==> src/rtl/disp_dither.sv <==
// disp_dither: 12->8 bit RGB reduction with 4x4 Bayer ordered dither, 2-cycle pipeline.
// Optional DISP_DITHER_TEMPORAL_EN rotates the matrix phase every frame.
module disp_dither #(
    parameter int IN_DW   = 12,
    parameter int OUT_DW  = 8,
    parameter int HCNT_BW = 11,
    parameter int VCNT_BW = 11
) (
    input  logic              clk,
    input  logic              rst,
    input  logic              vsync_in,
    input  logic              de_in,
    input  logic [IN_DW-1:0]  r_in,
    input  logic [IN_DW-1:0]  g_in,
    input  logic [IN_DW-1:0]  b_in,
    input  logic              reg_dither_en,
    output logic              vsync_out,
    output logic              de_out,
    output logic [OUT_DW-1:0] r_out,
    output logic [OUT_DW-1:0] g_out,
    output logic [OUT_DW-1:0] b_out
);
    // Bayer thresholds, entry {row,col} at nibble index 4*row+col
    localparam logic [63:0] BAYER = 64'h5D7F91B36E4CA280;
    logic               vs_d1_q, de_d1_q, dith_act_q, dith_act_d, vs_rise, de_fall;
    logic [HCNT_BW-1:0] h_cnt_q, h_cnt_d;
    logic [VCNT_BW-1:0] v_cnt_q, v_cnt_d;
    logic [1:0]         ofs, row, col;
    logic [3:0]         thr, thr1_q;
    logic [IN_DW-1:0]   r1_q, g1_q, b1_q;
    logic               de1_q, vs1_q;
`ifdef DISP_DITHER_TEMPORAL_EN
    logic [1:0] frm_cnt_q;
    always_ff @(posedge clk)
        if (rst) frm_cnt_q <= 2'd0;
        else if (vs_rise) frm_cnt_q <= frm_cnt_q + 2'd1;
    assign ofs = frm_cnt_q;
`else
    assign ofs = 2'd0;
`endif
    function automatic logic [OUT_DW-1:0] dith(input logic [IN_DW-1:0] px, input logic [3:0] t,
                                               input logic act);
        logic [OUT_DW-1:0] base;
        base = px[IN_DW-1:IN_DW-OUT_DW];
        return base + OUT_DW'(act && (px[IN_DW-OUT_DW-1:0] > t) && !(&base));
    endfunction
    always_comb begin
        vs_rise    = vsync_in & ~vs_d1_q;
        de_fall    = ~de_in & de_d1_q;
        h_cnt_d    = de_in ? h_cnt_q + HCNT_BW'(1) : '0;
        v_cnt_d    = vs_rise ? '0 : de_fall ? v_cnt_q + VCNT_BW'(1) : v_cnt_q;
        dith_act_d = vs_rise ? reg_dither_en : dith_act_q;
        row        = v_cnt_q[1:0] + ofs;
        col        = h_cnt_q[1:0] + ofs;
        thr        = BAYER[{row, col, 2'b00} +: 4];
    end
    always_ff @(posedge clk) begin
        if (rst) begin
            vs_d1_q    <= 1'b0;
            de_d1_q    <= 1'b0;
            h_cnt_q    <= '0;
            v_cnt_q    <= '0;
            dith_act_q <= 1'b0;
            r1_q       <= '0;
            g1_q       <= '0;
            b1_q       <= '0;
            thr1_q     <= '0;
            de1_q      <= 1'b0;
            vs1_q      <= 1'b0;
            vsync_out  <= 1'b0;
            de_out     <= 1'b0;
            r_out      <= '0;
            g_out      <= '0;
            b_out      <= '0;
        end else begin
            vs_d1_q    <= vsync_in;
            de_d1_q    <= de_in;
            h_cnt_q    <= h_cnt_d;
            v_cnt_q    <= v_cnt_d;
            dith_act_q <= dith_act_d;
            r1_q       <= r_in;
            g1_q       <= g_in;
            b1_q       <= b_in;
            thr1_q     <= thr;
            de1_q      <= de_in;
            vs1_q      <= vsync_in;
            vsync_out  <= vs1_q;
            de_out     <= de1_q;
            r_out      <= de1_q ? dith(r1_q, thr1_q, dith_act_q) : '0;
            g_out      <= de1_q ? dith(g1_q, thr1_q, dith_act_q) : '0;
            b_out      <= de1_q ? dith(b1_q, thr1_q, dith_act_q) : '0;
        end
    end
endmodule

==> config.mk <==
export PLATFORM = sky130hd
export DESIGN_NAME = disp_dither
export DESIGN_NICKNAME = d
export VERILOG_FILES = /design/src/rtl/disp_dither.sv
export SDC_FILE = /design/constraint.sdc
export NUM_CORES = 1
export LEC_CHECK = 0
export ABC_AREA = 1
export CAP_MARGIN = 30
export CELL_PAD_IN_SITES_DETAIL_PLACEMENT = 0
export CELL_PAD_IN_SITES_GLOBAL_PLACEMENT = 1
export CORE_ASPECT_RATIO = 0.7
export CORE_MARGIN = 4
export CORE_UTILIZATION = 39
export DETAILED_ROUTE_END_ITERATION = 7
export GPL_ROUTABILITY_DRIVEN = 0
export PLACE_DENSITY_LB_ADDON = 0.2
export SYNTH_ARGS = -nofsm -noshare
export SYNTH_HDL_FRONTEND = slang
export SYNTH_SLANG_ARGS = --single-unit
==> constraint.sdc <==
create_clock -name clk -period 5.7 [get_ports clk]
set_clock_uncertainty 0.15 [all_clocks]
set_input_delay 1.14 -clock clk [delete_from_list [all_inputs] [get_ports clk]]
set_output_delay 1.14 -clock clk [all_outputs]
set_load 0.05 [all_outputs]
==> qor.rpt, run 1 <==
RUN STATUS
--------------------------------------------------------------------------------------------------
Result of the run                                                                     finished clean

PWR
--------------------------------------------------------------------------------------------------
Switching power total                                                                       239 uW
Combinational-cell power consumption                                                        103 uW
Pwr/cell area                                                                          271 nW/um^2
Overall power                                                                              1.03 mW
Sequential power                                                                            541 uW
Internal Dissipation                                                                        794 uW

CLOCK NETWORK
--------------------------------------------------------------------------------------------------
Num Clock Sinks                                                                                 73
Post-cts hold buffer count                                                                       0
Clock transition time at the flip-flop clock pins of the worst setup and hold paths          70 ps
Buffer cell driving the clock tree root                                               sky130_fd_sc_hd__clkbuf_8
Number of resized instances in the post-cts repair step                                          0
Maximum level of the CTS H-tree                                                                  3

SYNTHESIS
--------------------------------------------------------------------------------------------------
Mapped Area                                                                             2900 sq um
Multiplexer area fraction after synthesis                                                       0%
Nets at Floorplan                                                                              422
Proportion of netlist area held by the largest area contributor                              50.4%
Main area contributors                                                                sky130_fd_sc_hd__dfxtp_1 50%, sky130_fd_sc_hd__inv_1 10%, sky130_fd_sc_hd__nor2_1 9.5%, sky130_fd_sc_hd__ha_1 8.6%, sky130_fd_sc_hd__nand2_1 6.0%
AND/OR/NAND/NOR Cells, Area Fraction                                                         21.9%
Largest area contributor in the synthesized netlist                                   sky130_fd_sc_hd__dfxtp_1
Yosys stat chip area                                                                    2900 sq um
Count of different cell masters after synthesis                                                 24

FLOORPLANNING
--------------------------------------------------------------------------------------------------
Chip area                                                                               8900 sq um
Y dimension of the die                                                                     80.1 um
Ports placed on the boundary                                                                    67

WORST SETUP PATH
--------------------------------------------------------------------------------------------------
Critical register-to-register path startpoint                                            thr1_q[3]
Critical path launch point                                                                b_out[0]
Cells along the critical path                                                         clkdlybuf4s50_1
Capturing element of the worst setup path                                                 b_out[0]
Slowest stage delay, CP                                                                     810 ps
Reg-to-reg critical path endpoint                                                         b_out[4]
Worst-path cell with the longest stage delay                                          sky130_fd_sc_hd__clkdlybuf4s50_1
Crit end category                                                                       output pin
Crit path max-delay family                                                            buffers and inverters
Sort of element at the start of the critical path                                         register

FINISH
--------------------------------------------------------------------------------------------------
Flop count                                                                                      73
Most frequently placed logic cell in the final layout                                 sky130_fd_sc_hd__inv_1
Combinational gate count                                                                       202
Area-dominant cell class after layout                                                 flip-flops and latches
Non-clock buffer share of cell area                                                          17.2%

JOB
--------------------------------------------------------------------------------------------------
Warning total across the stage logs                                                             27

MIN PATH
--------------------------------------------------------------------------------------------------
Worst hold path depth                                                                            1
Hold path endpoint                                                                      h_cnt_q[0]

ROUTING
--------------------------------------------------------------------------------------------------
Number of iterations in the first detailed-routing pass                                          4
Number of violations reported at the end of detailed-routing iteration 0                        69
DR WL/cell                                                                                 10.3 um
Metal1 wirelength                                                                          2520 um
Final routed wirelength across all metal layers                                            5450 um
Remaining routing DRC violations                                                                 0

GLOBAL ROUTE
--------------------------------------------------------------------------------------------------
Met1 Use GR                                                                                  15.0%
Total routing usage reported by global routing                                               13.2%
Met3 usage in global routing                                                                 5.20%

PLACEMENT
--------------------------------------------------------------------------------------------------
Input/output buffers                                                                            66
Area after DPL                                                                          3620 sq um
Worst setup timing slack at the placement stage                                            3100 ps

FINAL TIMING
--------------------------------------------------------------------------------------------------
Final Critical Period                                                                      2780 ps
Unrepaired setup endpoints after global routing                                                 no
Post-layout period usage of the worst path                                                   48.7%
Slew HR                                                                                      43.6%
Final Max Slew Viols                                                                             0

run 1: synthesized netlist by cell type:
| library cell | number |
|---|---|
| sky130_fd_sc_hd__nor2_8 | 1 |
| sky130_fd_sc_hd__a21oi_2 | 4 |
| sky130_fd_sc_hd__buf_6 | 3 |
| sky130_fd_sc_hd__nand3_1 | 14 |
| sky130_fd_sc_hd__nor3_2 | 1 |
| sky130_fd_sc_hd__and3_1 | 1 |
| sky130_fd_sc_hd__nand2_1 | 46 |
| sky130_fd_sc_hd__buf_2 | 4 |
| sky130_fd_sc_hd__o21ai_0 | 6 |
| sky130_fd_sc_hd__nand3b_1 | 2 |
| sky130_fd_sc_hd__o21bai_1 | 3 |
| sky130_fd_sc_hd__nor2_4 | 2 |
| sky130_fd_sc_hd__a21boi_0 | 3 |
| sky130_fd_sc_hd__dfxtp_1 | 73 |
| sky130_fd_sc_hd__nor3_1 | 5 |
| sky130_fd_sc_hd__nor2_2 | 1 |
| sky130_fd_sc_hd__nand2_2 | 2 |
| sky130_fd_sc_hd__a211oi_1 | 1 |
| sky130_fd_sc_hd__o21ai_1 | 1 |
| sky130_fd_sc_hd__inv_2 | 1 |
| sky130_fd_sc_hd__a21oi_1 | 16 |
| sky130_fd_sc_hd__ha_1 | 20 |
| sky130_fd_sc_hd__inv_1 | 78 |
| sky130_fd_sc_hd__nor2_1 | 73 |
run 1: logic make-up (layout without fill, tap and decap cells):
kind of cell | Yosys count | in the layout
AND-OR/OR-AND | 34 | 34
buffers and inverters | 86 | 161
flip-flops | 73 | 73
AND/OR/NAND/NOR | 148 | 148
adder cells (fa/ha/maj) | 20 | 20
**Run 1: supply network**

Scale bar: 20 um. Pins as bars on the die edge. Tap cells in gray.
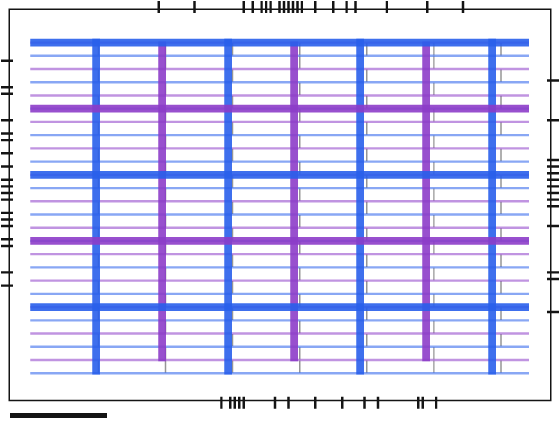
VSS -> blue
VDD -> purple
met1 rails = 26
met5 straps = 5

**Run 1: placed cells, one color a class**

Scale bar: 20 um.
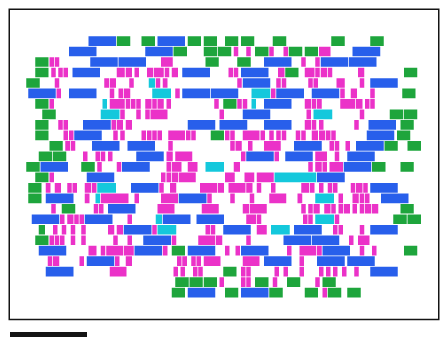
flip-flops -> blue  # cells 73
all other logic -> magenta  # cells 281
clock drivers and dummy loads -> cyan  # cells 16
other buffers and delay cells -> green  # cells 66
final cell utilization of the core: 54.6%
final instance area: 3810 sq um
core area: 6980 sq um
sequential cell area share: 38.4%
row cnt: 25

**Run 1: clock wires, drivers and flops**

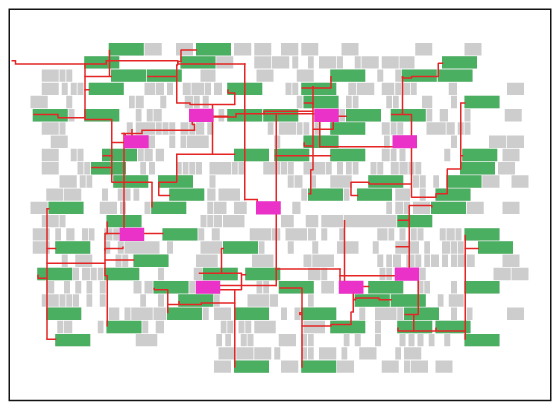
clock wires -> red  # length 881 um
flip-flops -> green  # count 73
cells driving clock nets -> magenta  # count 9
routed clock nets = 10
flops lie = spread over the die
Clock Power Share: 37.6%
Clock net power: 389 uW
later-pin clock latency in the skew report: 340 ps

**Run 1: routing congestion map**

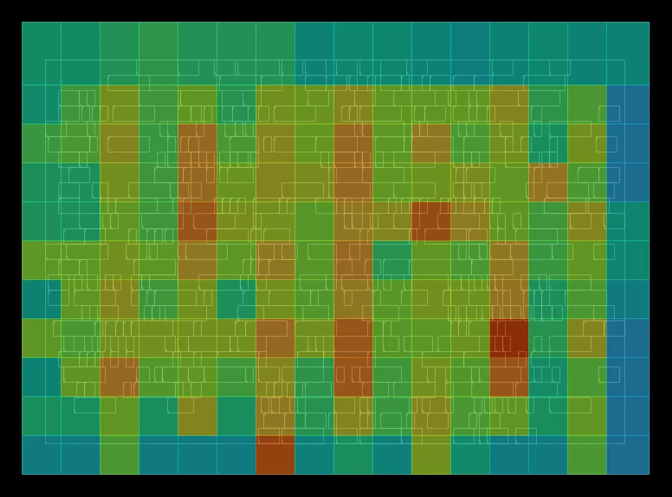

## Run 2: what changed since run 1
- CORE_UTILIZATION: 39 -> 36
- clock period: 5.7 -> 2.7 ns (I/O delays scaled with it)
**Run 2: routing congestion map**

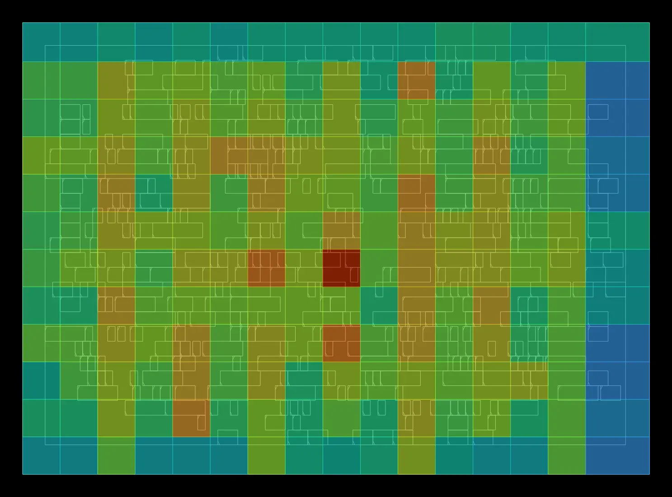
final cell utilization of the core: 50.0%
met1 Use GR: 16.7%
met3 usage in global routing: 4.52%

**Run 2: placed cells, one color a class**

Scale bar: 20 um.
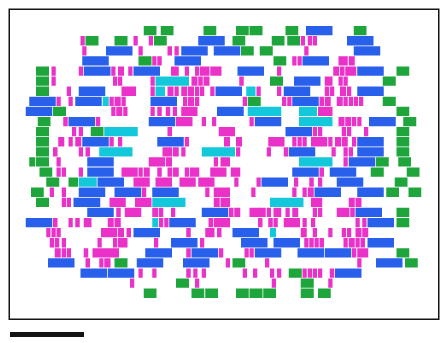
clock drivers and dummy loads -> cyan  # cells 16
flip-flops -> blue  # cells 73
all other logic -> magenta  # cells 281
other buffers and delay cells -> green  # cells 67
row cnt: 27
core area: 7840 sq um

==> run 2 against run 1 <==
  * Synthesized cell count unchanged
  * First-iteration DRC count decreased by 8.7%
  * Critical path depth unchanged
  * Sequential share of layout area decreased by 1.1 points
  * Routed wire length increased by 1.4%
==> qor.rpt, run 2 <==
WORST SETUP PATH
--------------------------------------------------------------------------------------------------
WP data required                                                                           2010 ps   was 4410 ps
Largest fanout of any net on the critical path                                                   1   unchanged
Cells along the critical path                                                         clkdlybuf4s50_1   unchanged
Slowest stage delay, CP                                                                     810 ps   about the same
Sort of element at the start of the critical path                                         register   unchanged
Worst-path cell with the longest stage delay                                          sky130_fd_sc_hd__clkdlybuf4s50_1   unchanged
Crit path max-delay family                                                            buffers and inverters   unchanged
Crit end category                                                                       output pin   unchanged

PWR
--------------------------------------------------------------------------------------------------
Internal Dissipation                                                                       1.89 mW   was 794 uW
Overall power                                                                              2.45 mW   was 1.03 mW
Switching power total                                                                       556 uW   was 239 uW
Clock Power Share                                                                            44.3%   was 37.6%
Pwr/cell area                                                                          625 nW/um^2   was 271 nW/um^2

FINAL TIMING
--------------------------------------------------------------------------------------------------
Final Max Slew Viols                                                                             0   unchanged
Final Critical Period                                                                      2170 ps
Unrepaired setup endpoints after global routing                                                 no   unchanged
Sum of negative setup slack                                                                   0 ps   unchanged
Post-layout period usage of the worst path                                                   80.3%
Slew HR                                                                                      65.8%   was 43.6%

CLOCK NETWORK
--------------------------------------------------------------------------------------------------
Num Clock Sinks                                                                                 73   unchanged
Setup bufs post-CTS                                                                              0   unchanged
Maximum level of the CTS H-tree                                                                  3   unchanged
Later-pin clock latency in the skew report                                                  320 ps   was 340 ps
Buffer cell driving the clock tree root                                               sky130_fd_sc_hd__clkbuf_16   was sky130_fd_sc_hd__clkbuf_8
Post-cts hold buffer count                                                                       0   unchanged
Clock transition time at the flip-flop clock pins of the worst setup and hold paths          60 ps   was 70 ps
Number of resized instances in the post-cts repair step                                          0   unchanged
Total CTS buffers                                                                                9   unchanged

PLACEMENT
--------------------------------------------------------------------------------------------------
Area after DPL                                                                          3630 sq um   was 3620 sq um
Input/output buffers                                                                            66   unchanged

SYNTHESIS
--------------------------------------------------------------------------------------------------
Largest area contributor in the synthesized netlist                                   sky130_fd_sc_hd__dfxtp_1   unchanged
Nets at Floorplan                                                                              422   unchanged
Count of different cell masters after synthesis                                                 24   unchanged
Post-synthesis area per instance                                                        8.03 sq um   unchanged
Main area contributors                                                                sky130_fd_sc_hd__dfxtp_1 50%, sky130_fd_sc_hd__inv_1 10%, sky130_fd_sc_hd__nor2_1 9.5%, sky130_fd_sc_hd__ha_1 8.6%, sky130_fd_sc_hd__nand2_1 6.0%   unchanged
Synth cell count leaders                                                              78 x sky130_fd_sc_hd__inv_1, 73 x sky130_fd_sc_hd__dfxtp_1, 73 x sky130_fd_sc_hd__nor2_1, 46 x sky130_fd_sc_hd__nand2_1, 20 x sky130_fd_sc_hd__ha_1   unchanged
Proportion of netlist area held by the largest area contributor                              50.4%   unchanged
Flip-flops with a built-in enable                                                                0   unchanged
Ys flop type                                                                          sky130_fd_sc_hd__dfxtp_1   unchanged
Mapped Area                                                                             2900 sq um   unchanged
Post-synth ARST share                                                                           0%   unchanged
Yosys stat chip area                                                                    2900 sq um   unchanged
Top-count cell post-synth                                                             sky130_fd_sc_hd__inv_1   unchanged

FLOORPLANNING
--------------------------------------------------------------------------------------------------
Chip area                                                                               9580 sq um   was 8900 sq um
Y dimension of the die                                                                     83.1 um   was 80.1 um
Ports placed on the boundary                                                                    67   unchanged
Starting density of the core                                                                 37.0%   was 41.6%

ROUTING
--------------------------------------------------------------------------------------------------
Antenna violation net count after detailed routing                                               0   unchanged
Number of iterations in the first detailed-routing pass                                          4   unchanged
Number of violations reported at the end of detailed-routing iteration 0                        63   was 69
Remaining routing DRC violations                                                                 0   unchanged
Final routed wirelength across all metal layers                                            5520 um   was 5450 um
DR WL/cell                                                                                 10.3 um   about the same

JOB
--------------------------------------------------------------------------------------------------
Warning total across the stage logs                                                             27   unchanged

FINISH
--------------------------------------------------------------------------------------------------
Diodes inserted                                                                                  0   unchanged
Combined area of the multi-input logic cells                                            1090 sq um   unchanged
Largest registers                                                                     b1_q: 12 flops, g1_q: 12 flops, r1_q: 12 flops   unchanged
Most used cells in the layout excluding fill and tap cells                            78 x sky130_fd_sc_hd__inv_1, 73 x sky130_fd_sc_hd__nor2_1, 73 x sky130_fd_sc_hd__dfxtp_1   unchanged
Final instance area                                                                     3920 sq um   was 3810 sq um
Most frequently placed logic cell in the final layout                                 sky130_fd_sc_hd__inv_1   unchanged

GLOBAL ROUTE
--------------------------------------------------------------------------------------------------
Wire length of the first global-routing pass                                               9540 um   was 9210 um
Total routing usage reported by global routing                                               12.3%   was 13.2%

RUN STATUS
--------------------------------------------------------------------------------------------------
Result of the run                                                                     finished clean   unchanged

run 2: cell counts after synthesis:
Identical to the previous run, type by type.
run 2: logic make-up (layout without fill, tap and decap cells):
group / after synthesis / count (layout) / share of synthesized area [%]
DFF: 73 / 73 / 50.4
adders and majority gates: 20 / 20 / 8.63
and+or+nand+nor: 148 / 148 / 21.9
AOI/OAI and AO/OA: 34 / 34 / 6.99
buffers and inverters: 86 / 162 / 12.1
run 2: layout make-up:
class	instances	share of cell area [%]
Sequential cell	73	37.3
Multi-Input combinational cell	202	27.8
Timing Repair Buffer	67	16.9
Inverter	79	7.57
Clock buffer	11	6.45
Tap cell	101	3.23
Clock inverter	5	0.767
run 2: power by group through the flow:
stage | Sequential [mW] | Clock [mW] | Combinational [mW]
2_1_floorplan | 1.19 | 0 | 0.105
3_3_place_gp | 1.17 | 0 | 0.220
3_5_place_dp | 1.17 | 0 | 0.223
4_1_cts | 1.14 | 1.11 | 0.224
5_1_grt | 1.15 | 1.16 | 0.249
6_report | 1.14 | 1.08 | 0.221
run 2: layer usage:
layer  GRT usage (%)  up-vias  part of all wire, %
met1            16.7      956                   52
met3            4.52        5                  5.5
met4            4.58        0                  1.0
met5               0        -                    0
met2            17.8       43                   42
li1                -     1227                    -
run 2: path summary, 6_finish.rpt:
path / cells after the start / to / from / slack (ps)
worst max-delay path: 1 / r_out[0] / r_out[0] / 530
worst min-delay path: 1 / h_cnt_q[0] / h_cnt_q[0] / 280
worst max register to register: 12 / b_out[4] / thr1_q[3] / 540
worst min register to register: 1 / h_cnt_q[0] / h_cnt_q[0] / 280
run 2: stage by stage:
step / hold slack, ps / setup slack (ps)
detailed placement: 273 / 540
finish: 281 / 531
global placement: 263 / 600
floorplan: 248 / 772
global route: 315 / 309
CTS: 284 / 523
**Run 2: metal layers overlaid**

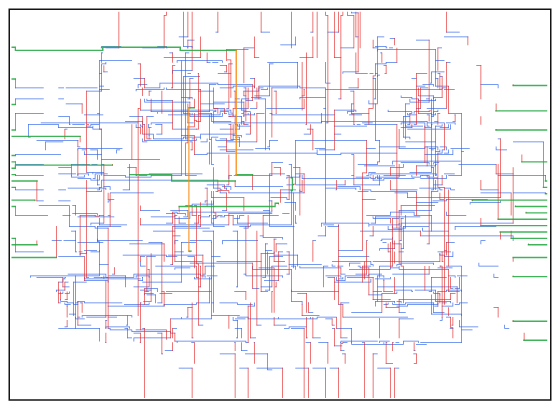

## Run 3: what changed since run 2
- CORE_UTILIZATION: 36 -> 32
- clock period: 2.7 -> 1.8 ns (I/O delays scaled with it)
**Run 3: metal layers overlaid**

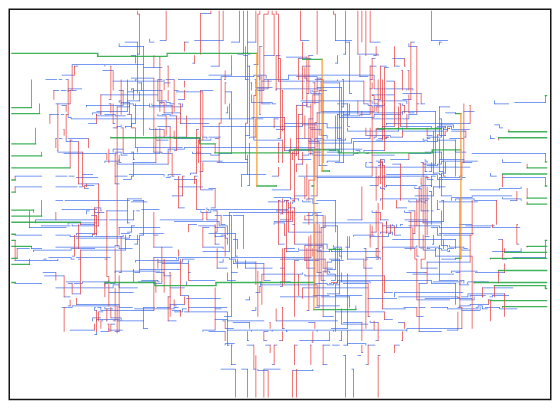
met3 -> green  # wire length 434 um
met2 -> red  # wire length 2750 um
met1 -> blue  # wire length 3010 um
met4 -> orange  # wire length 124 um
total routing usage reported by global routing: 13.0%
final routed wirelength across all metal layers: 6320 um

==> run 3 against run 2 <==
  * The run now ends with negative setup slack left
  * Setup slack got worse by 700 ps
  * Critical endpoint is now b_out[6]
  * Highest routed layer unchanged
  * Power up 54%
  * Hold slack got worse by 71 ps
  * Sequential cell count stayed put
  * Register-to-register slack got worse by 710 ps
  * Sequential share of layout area fell by 4.1 points
  * Via count grew 5.2%
==> qor.rpt, run 3 <==
FINISH
--------------------------------------------------------------------------------------------------
Combined area of the multi-input logic cells                                            1490 sq um   was 1090 sq um
Post-layout nets                                                                               507   was 493
Most used cells in the layout excluding fill and tap cells                            69 x sky130_fd_sc_hd__dfxtp_1, 64 x sky130_fd_sc_hd__nor2_1, 61 x sky130_fd_sc_hd__inv_1   was 78 x sky130_fd_sc_hd__inv_1, 73 x sky130_fd_sc_hd__nor2_1, 73 x sky130_fd_sc_hd__dfxtp_1
Layout Area Growth over Synthesis                                                            52.5%   was 35.1%
Diodes inserted                                                                                  0   unchanged
Most frequently placed logic cell in the final layout                                 sky130_fd_sc_hd__dfxtp_1   was sky130_fd_sc_hd__inv_1
Final cell utilization of the core                                                           51.1%   was 50.0%
Largest registers                                                                     b1_q: 12 flops, g1_q: 12 flops, r1_q: 12 flops   unchanged
Non-Filler Instances                                                                           571   was 538
Area taken by flip-flops and latches                                                    1470 sq um   was 1460 sq um

WORST SETUP PATH
--------------------------------------------------------------------------------------------------
Critical register-to-register path startpoint                                            thr1_q[1]   was thr1_q[3]
Largest fanout of any net on the critical path                                                   3   was 1
Crit end category                                                                         register   was output pin
WP data required                                                                           1870 ps   was 2010 ps
Critical path launch point                                                               thr1_q[1]   was r_out[0]
Crit path max-delay family                                                             adder cells   was buffers and inverters
Cells along the critical path                                                         inv_4, ha_4, inv_2, o21bai_1, a21boi_2, nor2_2, ha_2, ha_4, nand2_2, inv_2, nand2_2, o21ai_2, nor2_1   was clkdlybuf4s50_1
Sort of element at the start of the critical path                                         register   unchanged
Worst-path cell with the longest stage delay                                          sky130_fd_sc_hd__dfxtp_2   was sky130_fd_sc_hd__clkdlybuf4s50_1
Slowest stage delay, CP                                                                     330 ps   was 810 ps

SYNTHESIS
--------------------------------------------------------------------------------------------------
Proportion of netlist area held by the largest area contributor                              50.4%   unchanged
Flip-flops with a built-in enable                                                                0   unchanged
Main area contributors                                                                sky130_fd_sc_hd__dfxtp_1 50%, sky130_fd_sc_hd__inv_1 10%, sky130_fd_sc_hd__nor2_1 9.5%, sky130_fd_sc_hd__ha_1 8.6%, sky130_fd_sc_hd__nand2_1 6.0%   unchanged
Sequential-to-total area share from yosys stat                                               50.4%   unchanged
Cells in synth_stat.txt                                                                        361   unchanged
Post-synthesis area per instance                                                        8.03 sq um   unchanged
Yosys stat chip area                                                                    2900 sq um   unchanged
Ys flop type                                                                          sky130_fd_sc_hd__dfxtp_1   unchanged
Largest area contributor in the synthesized netlist                                   sky130_fd_sc_hd__dfxtp_1   unchanged
Top-count cell post-synth                                                             sky130_fd_sc_hd__inv_1   unchanged
Synth cell count leaders                                                              78 x sky130_fd_sc_hd__inv_1, 73 x sky130_fd_sc_hd__dfxtp_1, 73 x sky130_fd_sc_hd__nor2_1, 46 x sky130_fd_sc_hd__nand2_1, 20 x sky130_fd_sc_hd__ha_1   unchanged
Count of different cell masters after synthesis                                                 24   unchanged
Flip-flop and latch count after synthesis                                                       73   unchanged
Mapped Area                                                                             2900 sq um   unchanged
Nets at Floorplan                                                                              422   unchanged
Post-synth ARST share                                                                           0%   unchanged

GLOBAL ROUTE
--------------------------------------------------------------------------------------------------
Initial antenna violation count                                                                  0   unchanged
Met3 usage in global routing                                                                 6.00%   was 4.52%
Pin count of the biggest net entering global routing                                            30   was 27
Vias in the first global route                                                                2332   was 2149
Met2 usage                                                                                   19.1%   was 17.8%
Met1 Use GR                                                                                  16.5%   was 16.7%
Grt peak-use layer                                                                            met2   unchanged
Wire length of the first global-routing pass                                              10600 um   was 9540 um

PWR
--------------------------------------------------------------------------------------------------
Overall power                                                                              3.78 mW   was 2.45 mW
Pwr/cell area                                                                          854 nW/um^2   was 625 nW/um^2

FINAL TIMING
--------------------------------------------------------------------------------------------------
Post-layout period usage of the worst path                                                    109%
Final Max Slew Viols                                                                             0   unchanged
Total setup violations reported at the end of the flow                                          18   was 0
Worst-margin pin slew                                                                       333 ps   was 511 ps
Unrepaired setup endpoints after global routing                                                yes   was no
Final Critical Period                                                                      1970 ps
Worst hold margin                                                                           210 ps   was 281 ps
Crit path setup slack, layout                                                              -166 ps   was 531 ps
Slew HR                                                                                      77.8%   was 65.8%
Sum of negative setup slack                                                               -1550 ps   was 0 ps
Final hold vios                                                                                  0   unchanged

MIN PATH
--------------------------------------------------------------------------------------------------
Worst Min Path Start                                                                           rst   was h_cnt_q[0]
Worst hold path class                                                                 input pin to register   was register to register

PLACEMENT
--------------------------------------------------------------------------------------------------
Input/output buffers                                                                            66   unchanged
Detailed Place HPWL                                                                        4650 um   was 4300 um

RUN STATUS
--------------------------------------------------------------------------------------------------
Result of the run                                                                     finished with violations   was finished clean
Violated checks                                                                       negative setup slack

CLOCK NETWORK
--------------------------------------------------------------------------------------------------
Buffer cell driving the clock tree root                                               sky130_fd_sc_hd__clkbuf_16   unchanged
Num Clock Sinks                                                                                 73   unchanged
Clock transition time at the flip-flop clock pins of the worst setup and hold paths          50 ps   was 60 ps
Later-pin clock latency in the skew report                                                  340 ps   was 320 ps
Maximum level of the CTS H-tree                                                                  3   unchanged
Clock Tree Buf Depth                                                                             2   unchanged
Total CTS buffers                                                                                9   unchanged
Post-cts hold buffer count                                                                       0   unchanged

ROUTING
--------------------------------------------------------------------------------------------------
Vias post-DR                                                                                  2348   was 2231
DR WL/cell                                                                                 11.1 um   was 10.3 um
Number of violations reported at the end of detailed-routing iteration 0                        88   was 63
Antenna violation net count after detailed routing                                               0   unchanged
Remaining routing DRC violations                                                                 0   unchanged
Number of iterations in the first detailed-routing pass                                          4   unchanged

FLOORPLANNING
--------------------------------------------------------------------------------------------------
Starting density of the core                                                                 33.5%   was 37.0%
Core area                                                                               8650 sq um   was 7840 sq um
Chip area                                                                              10700 sq um   was 9580 sq um
Ports placed on the boundary                                                                    67   unchanged
Y dimension of the die                                                                     87.6 um   was 83.1 um
Row cnt                                                                                         28   was 27

JOB
--------------------------------------------------------------------------------------------------
Warning total across the stage logs                                                             30   was 27
MaxCap Viol Count                                                                                0   unchanged

**Run 3: clock wires, drivers and flops**

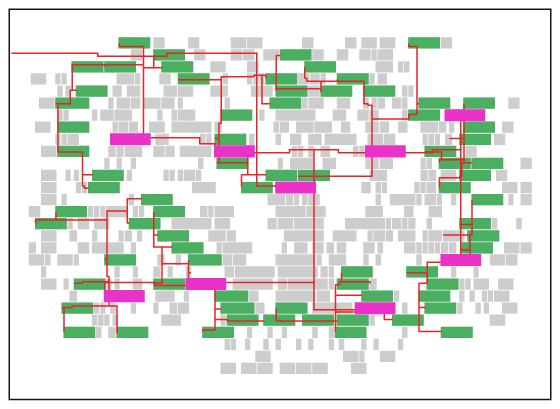
cells driving clock nets -> magenta  # count 9
flip-flops -> green  # count 73
clock wires -> red  # length 913 um
flops lie = spread over the die
routed clock nets = 10
Clock net power: 1.62 mW
Clock Power Share: 43.0%

[run 3: cell counts after synthesis]
No cell type changed its count.
[run 3: kinds of logic (layout without fill, tap and decap cells)]
group                      count (synthesis)  after routing  share of synthesized area [%]
DFF                                       73             73                           50.4
buffers and inverters                     86            176                           12.1
adders and majority gates                 20             20                           8.63
and+or+nand+nor                          148            148                           21.9
AOI/OAI and AO/OA                         34             34                           6.99
[run 3: path summary, 6_finish.rpt]
path | end | slack (ps) | cells past startpoint
worst min register to register | h_cnt_q[0] | 290 | 1
worst max register to register | b_out[6] | -170 | 13
worst max-delay path | b_out[6] | -170 | 13
worst min-delay path | de_out | 210 | 2
[run 3: per-stage QoR]
stage	area [sq um]	setup slack, ps
2_1_floorplan	2990	-60.7
3_3_place_gp	3750	-185
3_5_place_dp	3750	-228
4_1_cts	4200	-154
5_1_grt	4420	-259
6_report	4420	-166
[run 3: power by group]
group | switching, mW | internal (mW) | leakage (nW)
logic | 0.213 | 0.213 | 1.20
clock network | 0.623 | 1.00 | 0.139
registers | 0.0458 | 1.68 | 0.602
total | 0.882 | 2.89 | 1.95
[run 3: layout make-up]
cell class                      instances  area share, %
Multi-Input combinational cell        202           33.7
Clock buffer                           13           5.89
Tap cell                              120           3.40
Timing Repair Buffer                   81           16.2
Inverter                               79           7.22
Sequential cell                        73           33.2
Clock inverter                          3          0.340
[run 3: metal layers]
| layer | wire (um) | part of all wire (%) |
|---|---|---|
| met3 | 433 | 6.9 |
| met5 | 0 | 0 |
| met2 | 2750 | 43 |
| met1 | 3010 | 48 |
| met4 | 123 | 1.9 |
[run 3: timing repair]
action | 4_1_cts | 5_1_grt
setup endpoints to repair | 20 | 21
setup buffers | 3 | 3
pin swaps | 23 | 40
resized | 40 | 56
No activity file was given, so power comes from the tool's default toggle rates.
